### src/rtl/pla_vector_sequencer.sv
// pla_vector_sequencer
//   Drives input vectors into an 8-in/18-out combinational PLA and collects its
//   responses. Vectors come from an internal 0..255 sweep (mode=0) or from an
//   external valid/ready stream (mode=1). Each issued vector is registered onto
//   pla_x, the response on pla_z is captured one cycle later, and the
//   {vector, response, last} pair is buffered in a small FIFO that drains on a
//   valid/ready output port. Every delivered response is folded into a rotating
//   XOR signature.
//
// Ports
//   clk, rst_n                  clock, asynchronous active-low reset
//   start, mode                 begin a run (IDLE/DONE only); source select
//   s_valid/s_ready/s_data/s_last   input vector stream
//   pla_x / pla_z               registered PLA input / PLA response
//   m_valid/m_ready/m_vec/m_resp/m_last   output pair stream
//   m_parity                    ^{m_vec, m_resp} (only with PLA_SEQ_PARITY_EN)
//   busy, done                  run in progress / run finished
//   signature                   running response signature
//
// Configuration
//   PLA_SEQ_PARITY_EN  adds the m_parity port and one parity bit per FIFO entry.
module pla_vector_sequencer #(
  parameter int IN_W       = 8,
  parameter int OUT_W      = 18,
  parameter int FIFO_DEPTH = 2
) (
  input  logic             clk,
  input  logic             rst_n,
  input  logic             start,
  input  logic             mode,
  input  logic             s_valid,
  output logic             s_ready,
  input  logic [IN_W-1:0]  s_data,
  input  logic             s_last,
  output logic [IN_W-1:0]  pla_x,
  input  logic [OUT_W-1:0] pla_z,
  output logic             m_valid,
  input  logic             m_ready,
  output logic [IN_W-1:0]  m_vec,
  output logic [OUT_W-1:0] m_resp,
  output logic             m_last,
`ifdef PLA_SEQ_PARITY_EN
  output logic             m_parity,
`endif
  output logic             busy,
  output logic             done,
  output logic [OUT_W-1:0] signature
);

  localparam int AW = (FIFO_DEPTH > 1) ? $clog2(FIFO_DEPTH) : 1;
  localparam logic [AW+1:0] DEPTH_C = (AW+2)'(FIFO_DEPTH);

  typedef enum logic [1:0] {S_IDLE, S_RUN, S_DRAIN, S_DONE} state_t;

  state_t state_q, state_d;

  logic              mode_q;
  logic [IN_W-1:0]   sweep_cnt;
  logic              vld_p1;
  logic              last_p1;
  logic [AW:0]       cnt_q, cnt_d;
  logic [AW-1:0]     wr_ptr, rd_ptr;
  logic [IN_W-1:0]   mem_vec  [FIFO_DEPTH];
  logic [OUT_W-1:0]  mem_resp [FIFO_DEPTH];
  logic [FIFO_DEPTH-1:0] mem_last;
`ifdef PLA_SEQ_PARITY_EN
  logic [FIFO_DEPTH-1:0] mem_par;
`endif

  logic          start_ok, run, push, pop, room;
  logic          sweep_issue, issue, issue_last;
  logic [AW+1:0] occ;

  assign start_ok = start & ((state_q == S_IDLE) | (state_q == S_DONE));
  assign run      = (state_q == S_RUN);
  assign push     = vld_p1;
  assign m_valid  = (cnt_q != '0);
  assign pop      = m_valid & m_ready;

  // Entries already stored plus the one still in flight must leave a capture
  // slot free. A pop on this edge frees one, which keeps 1 pair/cycle flowing.
  assign occ  = {1'b0, cnt_q} + {{(AW+1){1'b0}}, vld_p1};
  assign room = (occ < DEPTH_C) | pop;

  assign s_ready     = run & mode_q & room;
  assign sweep_issue = run & ~mode_q & room;
  assign issue       = sweep_issue | (s_valid & s_ready);
  assign issue_last  = mode_q ? s_last : (sweep_cnt == '1);

  assign cnt_d = cnt_q + {{AW{1'b0}}, push} - {{AW{1'b0}}, pop};

  assign m_vec    = mem_vec[rd_ptr];
  assign m_resp   = mem_resp[rd_ptr];
  assign m_last   = mem_last[rd_ptr];
`ifdef PLA_SEQ_PARITY_EN
  assign m_parity = mem_par[rd_ptr];
`endif
  assign busy = (state_q == S_RUN) | (state_q == S_DRAIN);
  assign done = (state_q == S_DONE);

  always_ff @(posedge clk or negedge rst_n) begin
    if (!rst_n) state_q <= S_IDLE;
    else        state_q <= state_d;
  end

  always_comb begin
    state_d = state_q;
    case (state_q)
      S_IDLE, S_DONE: if (start) state_d = S_RUN;
      S_RUN:          if (issue && issue_last) state_d = S_DRAIN;
      // Nothing issues in DRAIN, so an empty FIFO after this edge means
      // nothing is left in flight either.
      S_DRAIN:        if (cnt_d == '0) state_d = S_DONE;
      default:        state_d = S_IDLE;
    endcase
  end

  // Stage p0: issue a vector onto pla_x
  always_ff @(posedge clk or negedge rst_n) begin
    if (!rst_n) begin
      mode_q    <= 1'b0;
      sweep_cnt <= '0;
      pla_x     <= '0;
      vld_p1    <= 1'b0;
      last_p1   <= 1'b0;
    end else begin
      vld_p1 <= issue;
      if (start_ok) begin
        mode_q    <= mode;
        sweep_cnt <= '0;
      end else if (sweep_issue) begin
        sweep_cnt <= sweep_cnt + 1'b1;
      end
      if (issue) begin
        pla_x   <= mode_q ? s_data : sweep_cnt;
        last_p1 <= issue_last;
      end
    end
  end

  // Stage p1: capture the settled PLA response into the FIFO
  always_ff @(posedge clk or negedge rst_n) begin
    if (!rst_n) begin
      cnt_q    <= '0;
      wr_ptr   <= '0;
      rd_ptr   <= '0;
      mem_last <= '0;
`ifdef PLA_SEQ_PARITY_EN
      mem_par  <= '0;
`endif
      for (int i = 0; i < FIFO_DEPTH; i++) begin
        mem_vec[i]  <= '0;
        mem_resp[i] <= '0;
      end
    end else begin
      cnt_q <= cnt_d;
      if (push) begin
        mem_vec[wr_ptr]  <= pla_x;
        mem_resp[wr_ptr] <= pla_z;
        mem_last[wr_ptr] <= last_p1;
`ifdef PLA_SEQ_PARITY_EN
        mem_par[wr_ptr]  <= ^{pla_x, pla_z};
`endif
        wr_ptr <= wr_ptr + 1'b1;
      end
      if (pop) rd_ptr <= rd_ptr + 1'b1;
    end
  end

  // Stage p2: output beat folds the response into the signature
  always_ff @(posedge clk or negedge rst_n) begin
    if (!rst_n)        signature <= '0;
    else if (start_ok) signature <= '0;
    else if (pop)      signature <= {signature[OUT_W-2:0], signature[OUT_W-1]} ^ m_resp;
  end

endmodule

### config.mk
export PLATFORM = sky130hd
export DESIGN_NAME = pla_vector_sequencer
export DESIGN_NICKNAME = d
export VERILOG_FILES = /design/src/rtl/pla_vector_sequencer.sv
export SDC_FILE = /design/constraint.sdc
export NUM_CORES = 1
export LEC_CHECK = 0
export CAP_MARGIN = 20
export CORE_MARGIN = 3
export CORE_UTILIZATION = 40
export DETAILED_ROUTE_END_ITERATION = 10
export HOLD_SLACK_MARGIN = 0.03
export PLACE_DENSITY = 0.68
export REMOVE_ABC_BUFFERS = 1
export SYNTH_ARGS = -nofsm -noshare
export SYNTH_HDL_FRONTEND = slang
export SYNTH_SLANG_ARGS = --single-unit
### constraint.sdc
create_clock -name clk -period 6.5 [get_ports clk]
set_input_delay 1.3 -clock clk [delete_from_list [all_inputs] [get_ports clk]]
set_output_delay 1.3 -clock clk [all_outputs]
set_load 0.02 [all_outputs]
==> flow_summary_export.csv <==
group,metric,value,unit
sta,slew_violations,0,
power_and_ir_drop,pg_clk,569,µW
setup_path,required,5.20,ns
sta,fmaxAchievable,0.2438,GHz
route,route.detailed.drc,0,
cells_and_area,layout.nonclk_buf_frac,0.1548,
placement,finalWeightedCongestion,0.7327,
setup_path,ff2ff_setup_slack,3.52,ns
setup_path,reg2reg_to,"state_q[1]$_DFFE_PN0P_",
grt,grt.overflow.total,0,
setup_path,crit_cells,4,
setup_path,cp-startpoint,"m_ready",
grt,met2_usage,0.2662,
run_status,status,"finished clean",
yosys,async_flop_share,1.000,
power_and_ir_drop,p_seq_frac,0.330,
grt,grt_max_degree,51,
cells_and_area,dominant_cells,"flip-flops and latches",
die,dieArea,12640,µm²
setup_path,critPathKind,"in -> out",
cells_and_area,largest_register_ffs,36,
setup_path,critPathLaunchType,"input pin",
power_and_ir_drop,clock_power_share,0.176,
power_and_ir_drop,power,3.226,mW
cells_and_area,mostFrequentLayoutCells,"97 x dfrtp_1, 88 x clkdlybuf4s50_1, 77 x mux2_2",
clock_network,cts_hold_buf,0,
yosys,synthAoiAreaFrac,0.05743,
yosys,netlist_instances,378,
cells_and_area,seq_area,2427,µm²
die,io-pin-count,90,
setup_path,critPathMaxFanout,6,
cells_and_area,clkbuf_count,9,
min_path,hold_class,"reg -> reg",
route,wl_met3,427,µm
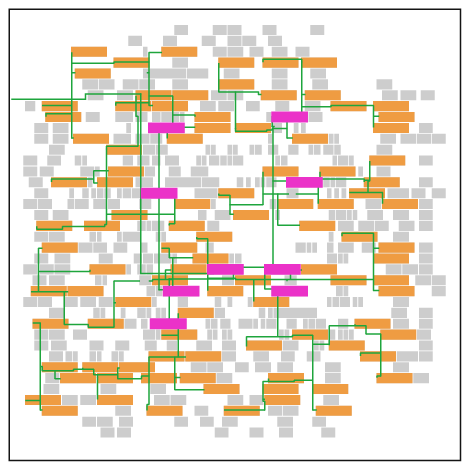
clk_routes.png
(4 px per µm)
Key: flip-flops = orange [count 97]; clock wires = green [length 1100 µm]; clock drivers = magenta [count 9]
There are 10 routed clock nets. Position of the flops: spread over the die.

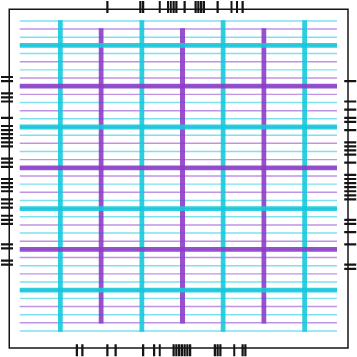
power_grid.png
(3 px per µm) Pins as bars on the die edge.
Key: VSS = cyan; VDD = purple
7 straps on met5. 90 signal pins sit on the boundary.

Power is estimated from default activity; no workload was simulated.
